## config.mk

```make
export PLATFORM = sky130hd
export DESIGN_NAME = i2c_scl_generator
export DESIGN_NICKNAME = d
export VERILOG_FILES = /design/src/rtl/i2c_scl_generator.sv
export SDC_FILE = /design/constraint.sdc
export NUM_CORES = 1
export LEC_CHECK = 0
export CORE_MARGIN = 8
export CORE_UTILIZATION = 25
export DETAILED_ROUTE_END_ITERATION = 8
export GPL_TIMING_DRIVEN = 0
export SYNTH_ARGS = -nofsm -noshare
export SYNTH_HDL_FRONTEND = slang
export SYNTH_SLANG_ARGS = --single-unit
```

## constraint.sdc

```tcl
create_clock -name clk -period 3.63 [get_ports clk]
set_input_delay 0.5445 -clock clk [delete_from_list [all_inputs] [get_ports clk]]
set_output_delay 0.5445 -clock clk [all_outputs]
set_load 0.01 [all_outputs]
```

## src/rtl/i2c_scl_generator.sv

```systemverilog
// Programmable four-quarter I2C SCL generator with clock-stretch support and phase strobes.
// Optional stretch timeout is compiled in with `define I2C_SCL_STRETCH_TIMEOUT_EN.
module i2c_scl_generator #(
  parameter int PRESC_W = 16
`ifdef I2C_SCL_STRETCH_TIMEOUT_EN
  , parameter int TIMEOUT_W      = 20
  , parameter int TIMEOUT_CYCLES = 1_000_000
`endif
) (
  input  logic               clk,
  input  logic               rst_n,
  input  logic               en,
  input  logic [PRESC_W-1:0] presc,
  input  logic               scl_in,
  output logic               scl_drive_low,
  output logic               tick_fall,
  output logic               tick_low_mid,
  output logic               tick_rise,
  output logic               tick_high_mid,
  output logic               busy,
  output logic               stretching,
  input  logic               clr_timeout,
  output logic               stretch_timeout
);

  typedef enum logic [2:0] {
    IDLE  = 3'd0,
    LOW0  = 3'd1,
    LOW1  = 3'd2,
    HIGH0 = 3'd3,
    HIGH1 = 3'd4
  } state_e;

  state_e             state_q, state_d;
  logic [PRESC_W-1:0] cnt_q, cnt_d;
  logic [PRESC_W-1:0] presc_q, presc_d;
  logic               sync1_q, sync2_q;
  logic               quarter_done_s;
  logic               timeout_hit_s;
  logic               start_ok_s;

  logic drive_q, drive_d;
  logic tick_fall_q, tick_fall_d;
  logic tick_low_mid_q, tick_low_mid_d;
  logic tick_rise_q, tick_rise_d;
  logic tick_high_mid_q, tick_high_mid_d;
  logic busy_q, busy_d;
  logic stretching_q, stretching_d;

  function automatic logic [PRESC_W-1:0] presc_clamp(input logic [PRESC_W-1:0] p);
    return (p < PRESC_W'(2)) ? PRESC_W'(2) : p;
  endfunction

  assign quarter_done_s = (cnt_q == (presc_q - PRESC_W'(1)));

`ifdef I2C_SCL_STRETCH_TIMEOUT_EN
  logic [TIMEOUT_W-1:0] tmo_cnt_q, tmo_cnt_d;
  logic                 tmo_flag_q, tmo_flag_d;
  logic                 stretch_cycle_s;

  assign stretch_cycle_s = (state_q == HIGH0) && !sync2_q;
  assign timeout_hit_s   = stretch_cycle_s && (tmo_cnt_q == TIMEOUT_W'(TIMEOUT_CYCLES - 1));
  // A pending clear lets IDLE restart in the same cycle the flag drops.
  assign start_ok_s      = !tmo_flag_q || clr_timeout;
  assign stretch_timeout = tmo_flag_q;

  always_comb begin
    tmo_cnt_d  = '0;
    tmo_flag_d = tmo_flag_q;
    if (stretch_cycle_s && !timeout_hit_s) begin
      tmo_cnt_d = tmo_cnt_q + TIMEOUT_W'(1);
    end else begin
      tmo_cnt_d = '0;
    end
    if (timeout_hit_s) begin
      tmo_flag_d = 1'b1;
    end else if (clr_timeout) begin
      tmo_flag_d = 1'b0;
    end else begin
      tmo_flag_d = tmo_flag_q;
    end
  end

  always_ff @(posedge clk or negedge rst_n) begin
    if (!rst_n) begin
      tmo_cnt_q  <= '0;
      tmo_flag_q <= 1'b0;
    end else begin
      tmo_cnt_q  <= tmo_cnt_d;
      tmo_flag_q <= tmo_flag_d;
    end
  end
`else
  logic unused_clr_s;
  assign unused_clr_s    = clr_timeout;
  assign timeout_hit_s   = 1'b0;
  assign start_ok_s      = 1'b1;
  assign stretch_timeout = 1'b0;
`endif

  always_comb begin
    state_d = state_q;
    cnt_d   = cnt_q;
    presc_d = presc_q;
    case (state_q)
      IDLE: begin
        cnt_d = '0;
        if (en && start_ok_s) begin
          state_d = LOW0;
          presc_d = presc_clamp(presc);
        end else begin
          state_d = IDLE;
        end
      end
      LOW0, LOW1: begin
        if (quarter_done_s) begin
          state_d = (state_q == LOW0) ? LOW1 : HIGH0;
          cnt_d   = '0;
        end else begin
          cnt_d = cnt_q + PRESC_W'(1);
        end
      end
      HIGH0: begin
        // The quarter only advances while the bus is actually seen high.
        if (timeout_hit_s) begin
          state_d = IDLE;
          cnt_d   = '0;
        end else if (sync2_q) begin
          if (quarter_done_s) begin
            state_d = HIGH1;
            cnt_d   = '0;
          end else begin
            cnt_d = cnt_q + PRESC_W'(1);
          end
        end else begin
          cnt_d = cnt_q;
        end
      end
      HIGH1: begin
        if (quarter_done_s) begin
          cnt_d = '0;
          if (en) begin
            state_d = LOW0;
            presc_d = presc_clamp(presc);
          end else begin
            state_d = IDLE;
          end
        end else begin
          cnt_d = cnt_q + PRESC_W'(1);
        end
      end
      default: begin
        state_d = IDLE;
        cnt_d   = '0;
      end
    endcase
  end

  // Outputs are decoded from the next state so the registered copies line up with state_q.
  always_comb begin
    drive_d         = (state_d == LOW0) || (state_d == LOW1);
    tick_fall_d     = (state_d == LOW0)  && (state_q != LOW0);
    tick_low_mid_d  = (state_d == LOW1)  && (state_q != LOW1);
    tick_rise_d     = (state_d == HIGH0) && (state_q != HIGH0);
    tick_high_mid_d = (state_d == HIGH1) && (state_q != HIGH1);
    busy_d          = (state_d != IDLE);
    stretching_d    = (state_d == HIGH0) && !sync1_q;
  end

  always_ff @(posedge clk or negedge rst_n) begin
    if (!rst_n) begin
      state_q         <= IDLE;
      cnt_q           <= '0;
      presc_q         <= PRESC_W'(2);
      sync1_q         <= 1'b1;
      sync2_q         <= 1'b1;
      drive_q         <= 1'b0;
      tick_fall_q     <= 1'b0;
      tick_low_mid_q  <= 1'b0;
      tick_rise_q     <= 1'b0;
      tick_high_mid_q <= 1'b0;
      busy_q          <= 1'b0;
      stretching_q    <= 1'b0;
    end else begin
      state_q         <= state_d;
      cnt_q           <= cnt_d;
      presc_q         <= presc_d;
      sync1_q         <= scl_in;
      sync2_q         <= sync1_q;
      drive_q         <= drive_d;
      tick_fall_q     <= tick_fall_d;
      tick_low_mid_q  <= tick_low_mid_d;
      tick_rise_q     <= tick_rise_d;
      tick_high_mid_q <= tick_high_mid_d;
      busy_q          <= busy_d;
      stretching_q    <= stretching_d;
    end
  end

  assign scl_drive_low = drive_q;
  assign tick_fall     = tick_fall_q;
  assign tick_low_mid  = tick_low_mid_q;
  assign tick_rise     = tick_rise_q;
  assign tick_high_mid = tick_high_mid_q;
  assign busy          = busy_q;
  assign stretching    = stretching_q;

endmodule

```

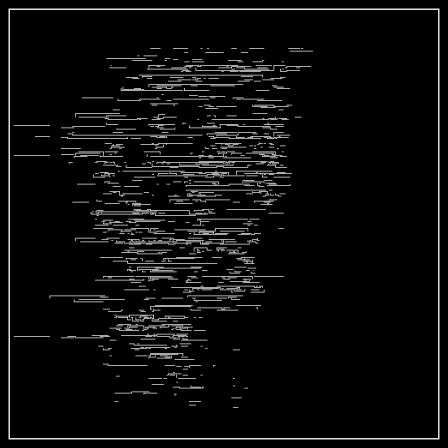
Fig. 1. The metal 1 layer.
nets with wire on the layer = 315
wire length on this layer = 2880 µm
longest straight run = 36.8 µm
share of all routed wire = 45%
main direction = horizontal
aggregate routed wire length: 6.45 mm
fraction of met1 tracks used by global routing: 11.2%
total number of vias: 2248

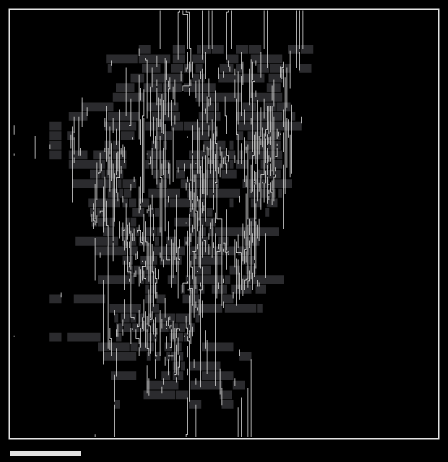
Fig. 2. M2 wires.
The bar under the picture is 20 µm long.
longest straight run = 43.2 µm
share of all routed wire = 50%
nets with wire on the layer = 290
wire length on this layer = 3230 µm
main direction = vertical
met2 layer usage reported by global route: 15.4%

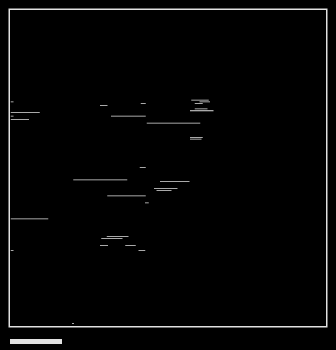
Fig. 3. Metal 3.
The bar under the picture is 20 µm long.
main direction = horizontal
longest straight run = 20.5 µm
wire length on this layer = 194 µm
met3 global-route usage: 1.26%

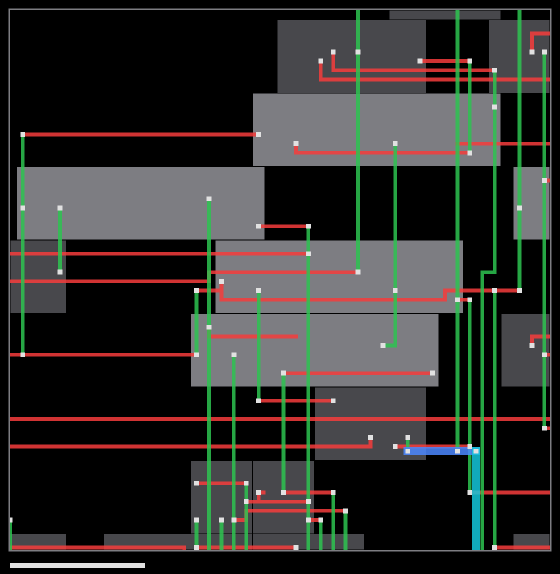
Fig. 4. A small window of the routed layout.
The bar under the picture is 5 µm long. Window x 20 to 40, y 81 to 101 µm. Cells in gray, sequential cells in the stronger gray; small squares are vias.
metal 4 -> cyan
metal 1 -> red
metal 2 -> green
metal 3 -> blue
sequential cells in the window = 4
most frequent = dfrtp_1 (4)
netlist names of flops here include = presc_q (4)
cells with their middle in the window = 9

==> notes.org <==
#+TITLE: Synthesis and PnR summary

** Floorplan
- Chip Height :: 121 µm
- Count of standard-cell rows :: 38
- According to the floorplan report, the placeable core area is 10800 µm².
- Area of the die :: 14700 µm²
- I/O pin count :: 29
- Measured along the x axis, the die boundary spans 121 µm.

** Route
- Metal-1 WL :: 2.88 mm
- DRC violations left :: 0
- The detailed router finished its first iteration with 140 violations.
- Per the post-route antenna check, the number of violating nets is 0.
- In this run the top signal layer used is met4.
- Met2 wire len :: 3.23 mm
- In the log, the iteration count for the first detailed-route pass is 4.
- Post-detailed-route via-to-cell ratio :: 4.90
- The routed design uses 194 µm of met3 wire.
- Post-detailed-route wirelength per cell :: 14.0 µm

** Cells and area
- For this run, the number of standard cells in the final layout without fillers is 459.
- Registers with the highest flip-flop counts :: cnt_q x16, presc_q x16, state_q x3
- Fillcell total :: 1154
- Relative to the synthesized area, the layout overhead comes to 21.2%.
- Antenna diode count :: 0
- Counting only logic cells after layout, the most numerous master is sky130_fd_sc_hd__dfrtp_1.
- In the final layout, the share of cells above drive strength 1 is 14.7%.
- Net count reported at finish :: 341
- Commonest cells after routing, fill and taps aside :: sky130_fd_sc_hd__dfrtp_1 (41), sky130_fd_sc_hd__clkdlybuf4s50_1 (25), sky130_fd_sc_hd__nand2_1 (18), sky130_fd_sc_hd__nor2_1 (15)

** Synthesis
- Main area contributors :: sky130_fd_sc_hd__dfrtp_1 (37%), sky130_fd_sc_hd__xor2_1 (4.7%), sky130_fd_sc_hd__mux2_2 (4.1%), sky130_fd_sc_hd__mux2_4 (3.8%), sky130_fd_sc_hd__nor4b_1 (3.2%)
- Number of cells in Yosys stat :: 283
- Syn Area/Cell :: 9.79 µm²
- Number of enable flip-flop cells :: 0
- Dominant cell by count in the synthesized netlist :: sky130_fd_sc_hd__dfrtp_1
- Async SR Flop Fraction :: 100%
- According to the Yosys statistics, the synthesized design has a chip area of 2770 µm².
- The synthesized netlist handed to floorplanning was reported with a cell count of 283.
- By count the netlist is led by sky130_fd_sc_hd__dfrtp_1 (41), sky130_fd_sc_hd__nand2_1 (18), sky130_fd_sc_hd__nor2_1 (15), sky130_fd_sc_hd__xor2_1 (15), sky130_fd_sc_hd__nand3_1 (14).
- In the synthesized netlist the dominant register cell turns out to be sky130_fd_sc_hd__dfrtp_1.
- Counting every net in the synthesized netlist gives 306.
- Per the synthesis report, the single largest cell type by area occupies 37.0% of cell area.
- Sorting the Yosys area breakdown by cell type puts at the top sky130_fd_sc_hd__dfrtp_1.
- For this run, the register share of the synthesized area comes to 39.9%.

** Global routing
- The number of antenna violations at the first check in global routing was 0.
- GR Util All Layers :: 9.09%
- Congestion Overflow GR :: 0
- Via count of the first global-routing pass :: 2224
- First-pass GRT wire length :: 11.0 mm
- Maximum number of pins on one net before global-route repair :: 32

** Setup path
- Along the worst path, the maximum fanout reaches 10.
- Required time of the critical path :: 3.82 ns
- Worst stage delay on the critical path :: 0.58 ns
- Worst Path Buf+Inv :: 4
- CP startpoint kind :: flop
- Traced cell by cell, the critical path runs through inv_1 > ha_1 > buf_2 > xor2_2 > a21oi_1 > o311a_1 > or4_1 > nor4_4 > and2_1 > buf_4 > o21ai_4 > buf_6 > mux2_4.
- CP Data Arrival Time :: 3.67 ns
- The worst setup path is of the flop to flop kind.

** STA
- The final timing report lists a hold violation count of 0.
- On the final layout, the worst hold slack is 0.141 ns.
- The routed design could run at a clock period as short as 3.48 ns.
- Setup repair after global routing left no endpoint under its margin.
- Derived from the worst setup path, the maximum achievable clock frequency is 287 MHz.
- Final setup violation count :: 0
- In the final report, the number of pins over their slew limit comes to 0.
- The transition time recorded at the tightest slew-check pin is 0.745 ns.
- Summed negative setup slack over all endpoints :: 0 ns
- Final worst path period share :: 95.9%

** Job
- Maximum capacitance violations :: 0
- OpenROAD warning count :: 27

** Pwr
- Peak supply drop :: 0.000157 V
- Per the OpenROAD power report, leakage power amounts to 1.44 nW.
- Total power divided by cell area :: 618 nW/µm²

** Placement
- Routability-driven placement finished with a final weighted congestion of 0.804.
- The placement report lists the number of port buffers as 26.
- Counting tap cells, the placed design contains a total of 450 instances.

** Clock network
- The H-tree generated during clock tree synthesis spans 2 levels.
- Clock latency on the worst-skew pair, taken at its later pin, is 0.29 ns.
- Root Buffer Master :: sky130_fd_sc_hd__clkbuf_8
- TritonCTS built the clock tree.
- Counting the buffers created by CTS gives 5.
- Counting along the longest clock path gives a buffer depth of 2.
- In the CTS report, the clock slew at the register clock pins of the worst setup and hold paths is listed as 0.08 ns.

** Outcome
- Run status :: completed

** Min path
- The path class of the tightest hold or removal check is input pin to asynchronous set/reset pin.
[timing repair]
item                       in CTS  in global routing
hold buffers                    0                  0
gates resized                   1                  5
setup endpoints to repair       7                 20
pin swaps                       0                  1
setup buffers                   0                  1
[final timing paths]
path	startpoint	endpoint	slack, ns	depth (start not counted)
setup / recovery	presc_q[1]	presc_q[12]	0.15	13
hold / removal	rst_n	busy	0.14	1
setup reg to reg	presc_q[1]	presc_q[12]	0.15	13
hold reg to reg	sync1_q	sync2_q	0.37	0
max in group asynchronous	rst_n	presc_q[1]	2.95	2
min in group clk	sync1_q	sync2_q	0.37	0
[cell families after synthesis]
kind of cell | after synthesis | synth area share, %
simple gates | 120 | 25.8
compound gates | 45 | 11.5
flops | 44 | 39.9
buf+inv | 28 | 4.97
mux | 23 | 10.0
xor+xnor | 20 | 6.82
fa+ha+maj | 2 | 0.903
other cells | 1 | 0.135
[metrics by stage]
| stage | setup WS (ns) | area [µm²] | utilization [%] | total power [mW] |
|---|---|---|---|---|
| after floorplan | 0.437 | 2770 | - | 1.46 |
| after global placement | 0.0226 | 3210 | 29.6 | 1.69 |
| after detailed placement | -0.0266 | 3220 | 29.7 | 1.72 |
| after CTS | 0.0638 | 3320 | 30.6 | 2.06 |
| after global routing | 0.0169 | 3360 | 31.0 | 2.24 |
| final | 0.149 | 3360 | 31.0 | 2.07 |
[layout make-up]
type,instances,area [µm²],share of cell area [%]
Buffer,17,96.3,2.87
Clock buffer,8,90.1,2.68
Inverter,11,41.3,1.23
Multi-Input combinational cell,211,1570,46.7
Sequential cell,44,1100,32.9
Tap cell,140,175,5.21
Timing Repair Buffer,28,283,8.42
[report_power, final]
part           leakage (nW)  internal, mW  switching [mW]  total, mW
clock network        0.0455         0.155           0.165      0.321
registers             0.564         0.623           0.170      0.793
logic                 0.834         0.452           0.509      0.961
Power figures rest on the tool's default switching activity, not on a simulated workload.
